[src/rtl/r22sdf_ctrl.sv]
// rtl/r22sdf_ctrl.sv - frame sequencer for a cascade of R2^2SDF FFT stages
// Gates the shared pipeline enable, tracks fill and tags cascade output samples.
module r22sdf_ctrl #(
   parameter int fft_length   = 64,
   parameter int pipe_latency = 0,
   localparam int idx_w   = $clog2(fft_length),
   localparam int n_stage = (idx_w + 1) / 2
) (
   input  logic               sys_clk,
   input  logic               sys_rst,
   input  logic [n_stage-1:0] cordic_rdy,
   input  logic               in_valid,
   input  logic               in_sop,
   output logic               in_ready,
   input  logic               flush,
   output logic               sys_en,
   output logic               sys_en_glb,
   output logic               zero_ins,
   output logic               out_valid,
   output logic               out_sop,
   output logic               out_eop,
   output logic [idx_w-1:0]   out_idx,
   output logic               frame_err
);

   localparam int lat   = fft_length - 1 + pipe_latency;
   localparam int cnt_w = $clog2(lat + 1);
   localparam logic [cnt_w-1:0] lat_c    = cnt_w'(lat);
   localparam logic [cnt_w-1:0] lat_m1   = cnt_w'(lat - 1);
   localparam logic [idx_w-1:0] last_idx = idx_w'(fft_length - 1);

   typedef enum logic [1:0] {S_INIT, S_IDLE, S_RUN, S_FLUSH} state_t;

   state_t             state;
   state_t             state_nxt;
   logic [idx_w-1:0]   in_idx;
   logic [idx_w-1:0]   out_cnt;
   logic [cnt_w-1:0]   fill_cnt;
   logic [cnt_w-1:0]   flush_cnt;
   logic               flush_flag;

   logic all_rdy;
   logic drop;
   logic pending;
   logic run_open;
   logic take;
   logic produce;
   logic sop_err;
   logic flush_done;

   assign all_rdy    = &cordic_rdy;
   assign drop       = (state != S_INIT) && !all_rdy;
   assign pending    = flush_flag | flush;
   // At a frame boundary a pending flush closes the input before any new sample
   assign run_open   = !(pending && (in_idx == '0));
   assign take       = sys_en_glb & ~zero_ins;
   assign produce    = sys_en_glb & (fill_cnt == lat_c);
   assign sop_err    = (state == S_RUN) & take & in_sop & (in_idx != '0);
   assign flush_done = (state == S_FLUSH) && (flush_cnt == lat_m1);

   always_ff @(posedge sys_clk) begin
      if (sys_rst) begin
         state <= S_INIT;
      end else begin
         state <= state_nxt;
      end
   end

   always_comb begin
      state_nxt = state;
      if (drop) begin
         state_nxt = S_INIT;
      end else begin
         unique case (state)
            S_INIT:  if (all_rdy) state_nxt = S_IDLE;
            S_IDLE:  if (take) state_nxt = S_RUN;
            S_RUN:   if (!run_open) state_nxt = S_FLUSH;
            S_FLUSH: if (flush_done) state_nxt = S_IDLE;
            default: state_nxt = S_INIT;
         endcase
      end
   end

   always_comb begin
      in_ready   = 1'b0;
      sys_en_glb = 1'b0;
      zero_ins   = 1'b0;
      if (!drop) begin
         unique case (state)
            S_IDLE: begin
               in_ready   = 1'b1;
               sys_en_glb = in_valid & in_sop;
            end
            S_RUN: begin
               in_ready   = run_open;
               sys_en_glb = in_valid & run_open;
            end
            S_FLUSH: begin
               sys_en_glb = 1'b1;
               zero_ins   = 1'b1;
            end
            default: ;
         endcase
      end
   end

   always_ff @(posedge sys_clk) begin
      if (sys_rst || drop) begin
         in_idx     <= '0;
         out_cnt    <= '0;
         fill_cnt   <= '0;
         flush_cnt  <= '0;
         flush_flag <= 1'b0;
      end else begin
         if (take) in_idx <= in_idx + idx_w'(1);
         if (sys_en_glb && (fill_cnt != lat_c)) fill_cnt <= fill_cnt + cnt_w'(1);
         if (produce) out_cnt <= out_cnt + idx_w'(1);
         flush_cnt  <= (state == S_FLUSH) ? flush_cnt + cnt_w'(1) : '0;
         flush_flag <= pending;
         if ((state == S_IDLE) && !take && (fill_cnt == '0)) flush_flag <= 1'b0;
         if (flush_done) begin
            in_idx     <= '0;
            out_cnt    <= '0;
            fill_cnt   <= '0;
            flush_cnt  <= '0;
            flush_flag <= 1'b0;
         end
      end
   end

   // out_idx holds the index of the last tagged output between valid cycles
   always_ff @(posedge sys_clk) begin
      if (sys_rst) begin
         sys_en    <= 1'b0;
         out_valid <= 1'b0;
         out_sop   <= 1'b0;
         out_eop   <= 1'b0;
         out_idx   <= '0;
         frame_err <= 1'b0;
      end else begin
         sys_en    <= 1'b1;
         out_valid <= produce;
         out_sop   <= produce && (out_cnt == '0);
         out_eop   <= produce && (out_cnt == last_idx);
         frame_err <= drop | sop_err;
         if (produce) begin
            out_idx <= out_cnt;
         end else if (drop) begin
            out_idx <= '0;
         end
      end
   end

endmodule

[config.mk]
export PLATFORM = sky130hd
export DESIGN_NAME = r22sdf_ctrl
export DESIGN_NICKNAME = d
export VERILOG_FILES = /design/src/rtl/r22sdf_ctrl.sv
export SDC_FILE = /design/constraint.sdc
export NUM_CORES = 1
export LEC_CHECK = 0
export CAP_MARGIN = 20
export CORE_MARGIN = 3
export CORE_UTILIZATION = 29
export CTS_CLUSTER_DIAMETER = 80
export DETAILED_ROUTE_END_ITERATION = 8
export GPL_ROUTABILITY_DRIVEN = 0
export PLACE_DENSITY = 0.52
export SLEW_MARGIN = 15
export SYNTH_ARGS = -nofsm -noshare
export SYNTH_HDL_FRONTEND = slang
export SYNTH_SLANG_ARGS = --single-unit
[constraint.sdc]
create_clock -name sys_clk -period 5.1 [get_ports sys_clk]
set_input_delay 0.51 -clock sys_clk [delete_from_list [all_inputs] [get_ports sys_clk]]
set_output_delay 0.51 -clock sys_clk [all_outputs]
set_load 0.005 [all_outputs]
Fig. 1: congestion heat map
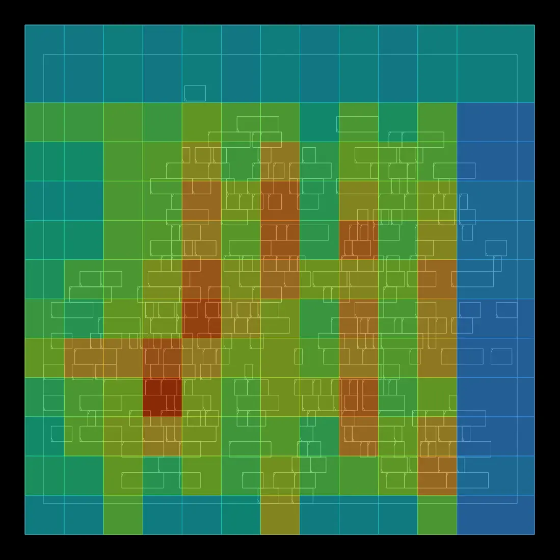
layer with the highest usage: met2
overall routing resource usage: 0.1228
fin util: 0.3608

Fig. 2: M1 wires
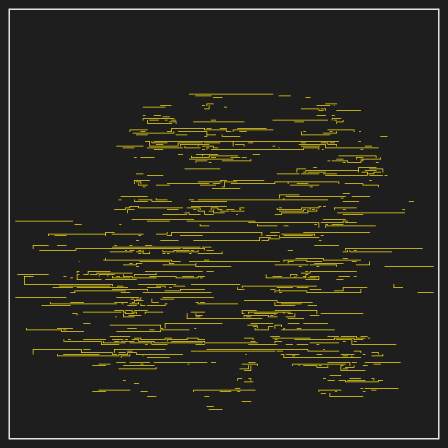
The layer carries 2320 µm of wire. The layer holds 52% of the routed length. 231 nets have wire on it.
total routed wirelength: 4458 µm
GR Util met1: 0.1716

Fig. 3: routed clock nets over the placement
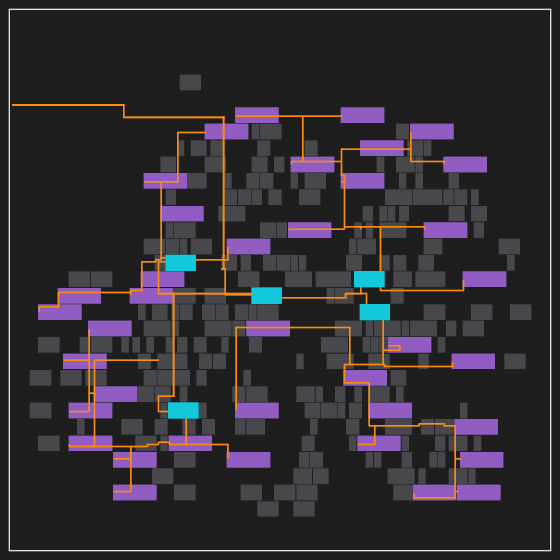
clock drivers: marked cyan, count 5. clock wires: marked orange, length 561 µm. flip-flops: marked purple, count 38.
There are 6 routed clock nets.
Worst-Skew Late Latency: 290 ps
Clock Power: 0.218 mW
Worst Skew: 13.67 ps
clock share of power: 0.337

Fig. 4: placed cells, one colour a class
Fill, decap, tap and diode cells in grey.
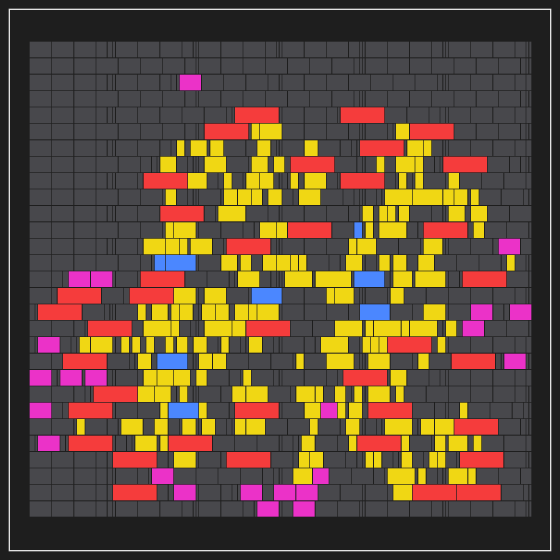
remaining buffers and delay cells: marked magenta, cells 23. clock drivers and dummy loads: marked blue, cells 8. sequential cells: marked red, cells 38. combinational and other logic: marked yellow, cells 178.
Core Area: 0.006568 mm²
fin area: 0.002370 mm²
row cnt: 29
fraction of area in registers: 0.3210

Fig. 5: port wiring
The bar under the picture is 20 µm long.
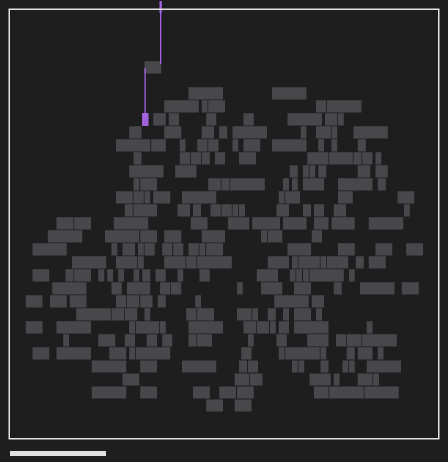
sys_en_glb: marked purple, bits 1, direction output, edge top, end cells 1, buffers 1, wire 21.2 µm.
Port Buffers: 21
IO Count: 22

==> job_summary.md <==
## PnR job results

| Metric | Value |
|---|---|
| Adder Area Share | `0.08040` |
| Simple-gate share of the synthesized area | `0.2653` |
| Mux share | `0.04947` |
| Tool warnings | `34` |
| CP Buf/Inv Count | `2` |
| Outcome | `complete, no violations` |
| Seq pwr share | `0.481` |
| Fmax achieved | `slightly below 0.3 GHz` |
| H-tree depth | `2` |
| Netlist cell types | `44` |
| RSZ-0062 raised after global routing | `false` |
| Switching Share | `0.2878` |
| Grt ovf | `0` |
| Drt first-iter violations | `69` |
| Comb area leader | `simple AND/OR/NAND/NOR gates` |
| Internal Dissipation | `0.4606 mW` |
| Root buffer cell | `clkbuf_8` |
| Crit Path Class | `reg -> out` |
| Biggest area consumer among synthesized cells | `dfxtp_1` |
| Crit-path slowest cell | `or4b_4` |
| Psw | `roughly 0.19 mW` |
| Inverters | `13` |
| Clock buffer depth | `2` |
| Flops after synth | `38` |
| Pwr dens | `between 200 and 300 mW/mm²` |
| Placed Area | `0.002278 mm²` |
| Worst IR Drop VDD | `0.0001196 V` |
| # DRC | `0` |
| Crit-path leading delay family | `simple AND/OR/NAND/NOR gates` |
| Comb pwr share | `0.182` |
| Clock buffer count | `7` |
| Nonclk buf count | `23` |
| Mapped cell area | `just over 0.002 mm²` |
| Top cells by area | `dfxtp_1, ha_1, mux2i_1, nand2_1, nand4_1` |
| Mi-comb count | `roughly 170` |
| Yosys xor share | `0.02597` |
| Chip Area, Yosys | `just over 0.002 mm²` |
| # Cells Yosys | `between 200 and 250` |
| Slew Viols, Final | `0` |
| Final setup viols | `0` |
| Tmin final | `3379 ps` |
| Placed instance count | `332` |
| Aoi share | `0.1361` |
| Remaining antenna violation count | `0` |
| Combinational power | `0.118 mW` |
| Fin Setup TNS | `0 ps` |
| Vias in the first global route | `roughly 1600` |
| Vias per cell | `4.953` |
| Most frequent cells after synthesis | `dfxtp_1, nand2_1, nor2_1, ha_1` |
| Fp util | `0.3081` |
| Reg area | `760.7 µm²` |
[worst paths after layout]
check                            startpoint          end  slack, ps  cells past startpoint
worst max register to register    in_idx[0]   out_idx[5]       2610                      7
worst max-delay path              in_idx[0]   sys_en_glb       1720                      7
worst min register to register  fill_cnt[4]  fill_cnt[4]        490                      2
worst min-delay path            fill_cnt[4]  fill_cnt[4]        490                      2
[per-layer routing]
metal  GRT usage  up-vias  routed length [µm]
met1      0.1716      801                2322
li1            -      852                   -
met4     0.03248        0                  42
met3     0.03226        4                 171
met2      0.1869       27                1922
met5           0        -                   0
[sequential cells by signal (all words and copies together), names as in the netlist]
name,flops
out_cnt,6
out_eop,1
state,2
out_sop,1
frame_err,1
sys_en,1
out_valid,1
fill_cnt,6
flush_cnt,6
in_idx,6
out_idx,6
flush_flag,1
Power figures rest on the tool's default switching activity, not on a simulated workload.
